`src/rtl/fir_sequencer.sv`:
```
// fir_sequencer: control FSM for the FIR filter. It loads coefficients through the
// address generator, gathers input samples, runs one MAC pass per output, waits
// for the accumulator pipeline to settle and then presents the result. It supports
// decimation and interpolation at a rate of 2^cur_dec_level. Every output is a
// combinational decode of the current state and the handshake inputs.
module fir_sequencer #(
    parameter int FS_WIDTH    = 6,
    parameter int MAC_LATENCY = 2
) (
    input  logic       clk,
    input  logic       rst,
    input  logic       start_init,
    input  logic       coeff_valid,
    output logic       coeff_ready,
    output logic       coeff_we,
    input  logic       in_valid,
    output logic       in_ready,
    output logic       shift_en,
    output logic       out_valid,
    input  logic       out_ready,
    input  logic       downsample,
    input  logic [1:0] cur_dec_level,
    input  logic       last_coeff,
    input  logic       batch_first_data,
    output logic       incr_addr,
    output logic       reset_counter,
    output logic       init_in_progress,
    output logic       addr_downsample,
    output logic       acc_clear,
    output logic       acc_en,
    output logic       busy
);

    typedef enum logic [2:0] {
        S_IDLE   = 3'd0,
        S_INIT   = 3'd1,
        S_GATHER = 3'd2,
        S_MAC    = 3'd3,
        S_DRAIN  = 3'd4,
        S_OUT    = 3'd5
    } state_t;

    // DRAIN runs for MAC_LATENCY cycles: it is loaded with MAC_LATENCY-1 and
    // leaves once the count has reached zero.
    localparam logic [3:0] DRAIN_LOAD = 4'(MAC_LATENCY - 1);

    if (FS_WIDTH < 1 || MAC_LATENCY < 1 || MAC_LATENCY > 15) begin : g_bad_params
        $error("fir_sequencer: FS_WIDTH must be >= 1 and MAC_LATENCY within 1..15");
    end

    state_t     state_q, state_d;
    logic       coeffs_loaded_q, coeffs_loaded_d;
    logic [2:0] phase_cnt_q, phase_cnt_d;
    logic [3:0] drain_cnt_q, drain_cnt_d;
    logic [2:0] phase_last;

    // Last phase index of a group: 2^L - 1 (decimation inputs or interpolation outputs).
    assign phase_last = 3'((4'd1 << cur_dec_level) - 4'd1);

    // The address generator must count unscaled while coefficients are written.
    assign addr_downsample = downsample | init_in_progress;

    assign busy = (state_q != S_IDLE);

    // State and counter registers; an asynchronous reset forces re-initialisation.
    always_ff @(posedge clk or posedge rst) begin
        if (rst) begin
            state_q         <= S_IDLE;
            coeffs_loaded_q <= 1'b0;
            phase_cnt_q     <= 3'd0;
            drain_cnt_q     <= 4'd0;
        end else begin
            state_q         <= state_d;
            coeffs_loaded_q <= coeffs_loaded_d;
            phase_cnt_q     <= phase_cnt_d;
            drain_cnt_q     <= drain_cnt_d;
        end
    end

    // Next-state logic and output decode.
    always_comb begin
        state_d          = state_q;
        coeffs_loaded_d  = coeffs_loaded_q;
        phase_cnt_d      = phase_cnt_q;
        drain_cnt_d      = drain_cnt_q;
        coeff_ready      = 1'b0;
        coeff_we         = 1'b0;
        in_ready         = 1'b0;
        shift_en         = 1'b0;
        out_valid        = 1'b0;
        incr_addr        = 1'b0;
        reset_counter    = 1'b0;
        init_in_progress = 1'b0;
        acc_clear        = 1'b0;
        acc_en           = 1'b0;

        case (state_q)
            S_IDLE: begin
                reset_counter = 1'b1;
                if (start_init) begin
                    state_d = S_INIT;
                end else if (coeffs_loaded_q) begin
                    state_d     = S_GATHER;
                    phase_cnt_d = 3'd0;
                end
            end

            S_INIT: begin
                init_in_progress = 1'b1;
                coeff_ready      = 1'b1;
                if (coeff_valid) begin
                    coeff_we  = 1'b1;
                    incr_addr = 1'b1;
                    if (last_coeff) begin
                        coeffs_loaded_d = 1'b1;
                        state_d         = S_IDLE;
                    end
                end
            end

            S_GATHER: begin
                reset_counter = 1'b1;
                in_ready      = 1'b1;
                if (in_valid) begin
                    shift_en = 1'b1;
                    if (!downsample || phase_cnt_q == phase_last) begin
                        state_d     = S_MAC;
                        phase_cnt_d = 3'd0;
                    end else begin
                        phase_cnt_d = phase_cnt_q + 3'd1;
                    end
                end
            end

            S_MAC: begin
                incr_addr = 1'b1;
                acc_en    = 1'b1;
                acc_clear = batch_first_data;
                if (last_coeff) begin
                    state_d     = S_DRAIN;
                    drain_cnt_d = DRAIN_LOAD;
                end
            end

            S_DRAIN: begin
                if (drain_cnt_q == 4'd0) begin
                    state_d = S_OUT;
                end else begin
                    drain_cnt_d = drain_cnt_q - 4'd1;
                end
            end

            S_OUT: begin
                out_valid     = 1'b1;
                reset_counter = 1'b1;
                if (out_ready) begin
                    if (!downsample && phase_cnt_q < phase_last) begin
                        state_d     = S_MAC;
                        phase_cnt_d = phase_cnt_q + 3'd1;
                    end else begin
                        state_d     = S_GATHER;
                        phase_cnt_d = 3'd0;
                    end
                end
            end

            default: begin
                state_d = S_IDLE;
            end
        endcase
    end

endmodule

```
`config.mk`:
```
export PLATFORM = sky130hd
export DESIGN_NAME = fir_sequencer
export DESIGN_NICKNAME = d
export VERILOG_FILES = /design/src/rtl/fir_sequencer.sv
export SDC_FILE = /design/constraint.sdc
export NUM_CORES = 1
export LEC_CHECK = 0
export ABC_AREA = 0
export CAP_MARGIN = 0
export CORE_MARGIN = 4
export CORE_UTILIZATION = 50
export CTS_BUF_LIST = sky130_fd_sc_hd__clkbuf_4 sky130_fd_sc_hd__clkbuf_8
export DETAILED_ROUTE_END_ITERATION = 10
export PLACE_DENSITY = 0.82
export SKIP_CTS_REPAIR_TIMING = 1
export SYNTH_ARGS = -nofsm -noshare
export SYNTH_HDL_FRONTEND = slang
export SYNTH_SLANG_ARGS = --single-unit
```
`constraint.sdc`:
```
create_clock -name clk -period 2.3 [get_ports clk]
set_input_delay 0.46 -clock clk [delete_from_list [all_inputs] [get_ports clk]]
set_output_delay 0.46 -clock clk [all_outputs]
set_load 0.01 [all_outputs]
```
Run 1, PDN straps and rails:
Pins as bars on the die edge. Tap cells in grey.
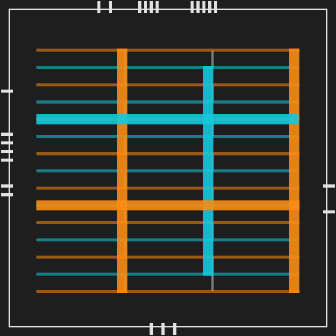
Cyan is VDD. Orange is VSS.
15 met1 rails follow the rows. 3 straps on met4. 16 tap cells.

Run 1, cell classes on the final placement:
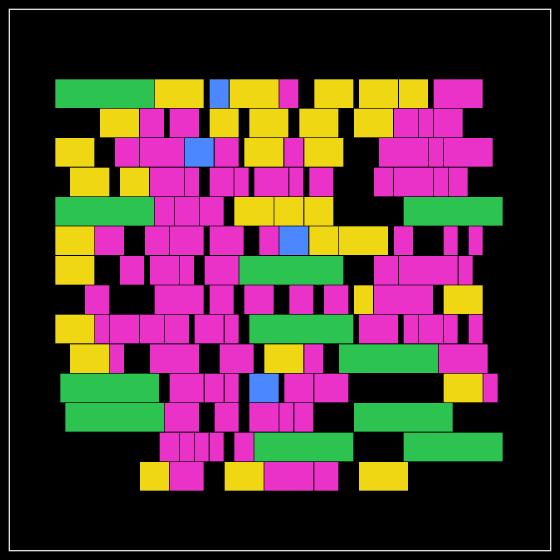
Green is flip-flops, cells 11. Blue is clock drivers and dummy loads, cells 4. Yellow is other buffers and delay cells, cells 31. Magenta is all other logic, cells 85.

Run 1, routed clock nets over the placement:
Scale bar: 10 um.
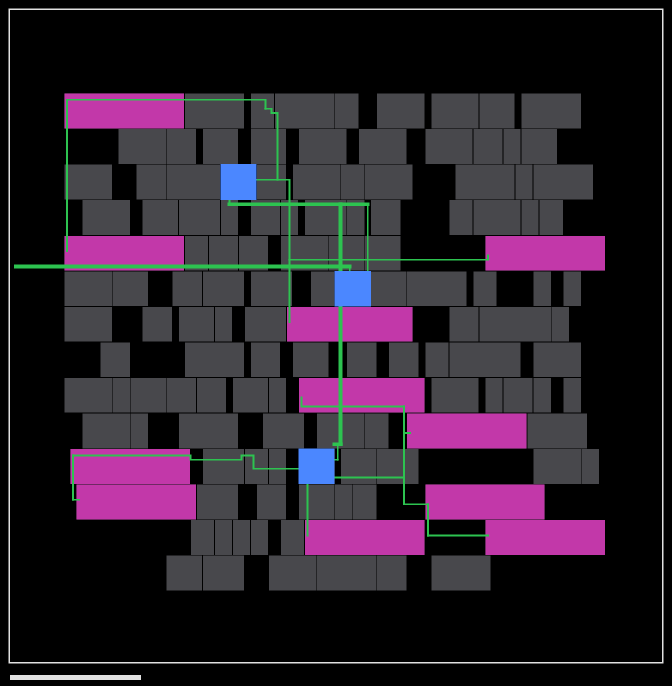
Green is clock wires, length 194 um. Magenta is flip-flops, count 11. Blue is cells driving clock nets, count 3.
There are 4 routed clock nets.

Run 1, signal wires by layer:
Scale bar: 10 um.
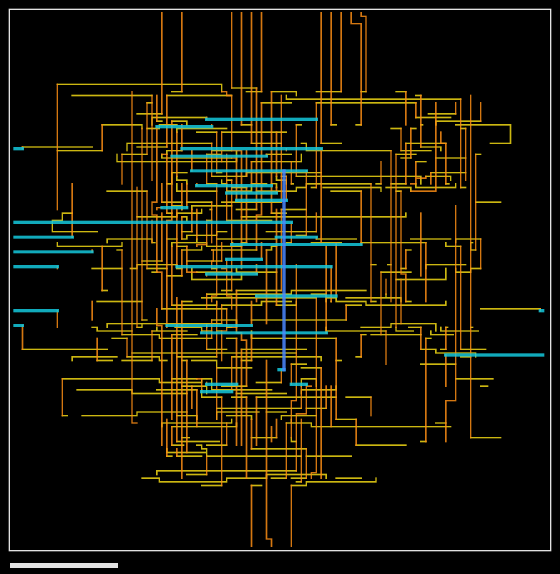
Blue is met4, wire length 18.4 um. Cyan is met3, wire length 194 um. Orange is met2, wire length 1,060 um. Yellow is met1, wire length 953 um.

==> impl_report.txt, run 1 <==
=== SYNTHESIS / PLACE & ROUTE SUMMARY ===
----------------------------------------------------
[Cells and area]
  Clock network contribution to total cell area ........................ around 2.3%
  # fillers ........................ 110
  Final-layout clock buffer total ........................ 3

[Synthesis]
  Synthesized instance count ........................ 101
  Most used flip-flop cell ........................ dfrtp_1
  Basic Gates by Area ........................ about a quarter

[STA]
  Post-route clock skew ........................ 0.00175 ns
  Worst slew pin tran ........................ 0.453 ns
  Final Hold Viols ........................ 0

[Run status]
  Result of the run ........................ complete, no violations

[Detailed routing]
  Sum of routed wire segments on met1 ........................ 953 um
  Met2 WL ........................ 1.06 mm
  DRC marker count from the first detailed-route iteration ........................ 29
  Number of remaining DRC errors ........................ 0
  First drt pass iteration count ........................ 4

[Power and ir drop]
  PD cells ........................ 1150 nW/um^2
  Flip-flop and latch power ........................ 0.322 mW
  Group with the largest share of power ........................ combinational logic

[Critical path]
  Cell with the largest stage delay on the worst path ........................ clkdlybuf4s50_1
  FF-to-FF path depth ........................ 6
  Critical Path Sink ........................ coeff_we

[Clock network]
  TritonCTS clock tree ........................ yes

----------------------------------------------------
==> run 2, diff against run 1 <==
ABC_AREA = 1   (was 0)
CORE_UTILIZATION = 41   (was 50)
CTS_CLUSTER_SIZE = 28   (was not set)
PLACE_DENSITY = 0.68   (was 0.82)
Run 2, signal wires by layer:
Scale bar: 20 um.
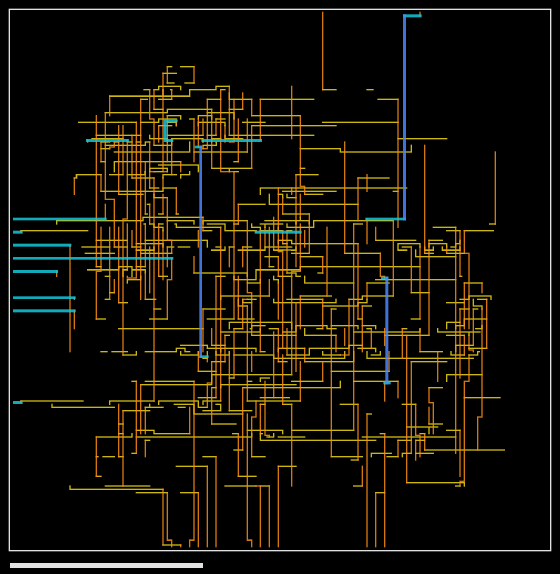
Blue is met4, wire length 53.7 um. Cyan is met3, wire length 75.2 um. Yellow is met1, wire length 997 um. Orange is met2, wire length 1,130 um.

==> impl_report.txt, run 2 <==
=== SYNTHESIS / PLACE & ROUTE SUMMARY ===
----------------------------------------------------
[Detailed routing]
  Met2 WL ........................ 1.13 mm
  DRC marker count from the first detailed-route iteration ........................ 21
  First drt pass iteration count ........................ 4
  Metal3 WL ........................ 75 um

[STA]
  Final Hold Viols ........................ 0
  Worst slew pin tran ........................ 0.415 ns

[Run status]
  Result of the run ........................ complete, no violations

[Power and ir drop]
  Flip-flop and latch power ........................ between 0.3 and 0.4 mW
  PD cells ........................ 1000 nW/um^2
  Group with the largest share of power ........................ combinational logic
  Switching part of the total power ........................ 46.9%

[Cells and area]
  # fillers ........................ 236
  Clock network contribution to total cell area ........................ about 2.4%
  Final-layout clock buffer total ........................ 4
  Diodes inserted ........................ 0

[Synthesis]
  Async SR Flop Fraction ........................ 100%
  Basic Gates by Area ........................ 47.0%
  Syn_area_per_cell ........................ ~6.3 um^2
  Most used flip-flop cell ........................ dfrtp_1
  Synthesized instance count ........................ ~150

[Critical path]
  FF-to-FF path depth ........................ 9
  Cell with the largest stage delay on the worst path ........................ clkdlybuf4s50_1
  Critical Path Sink ........................ in_ready

[Clock network]
  TritonCTS clock tree ........................ yes
  Later-pin clock latency in the skew report ........................ 0.26 ns

[Global routing]
  Largest net degree at the start of global routing ........................ 12

----------------------------------------------------
Power and IR drop assume default switching activity.
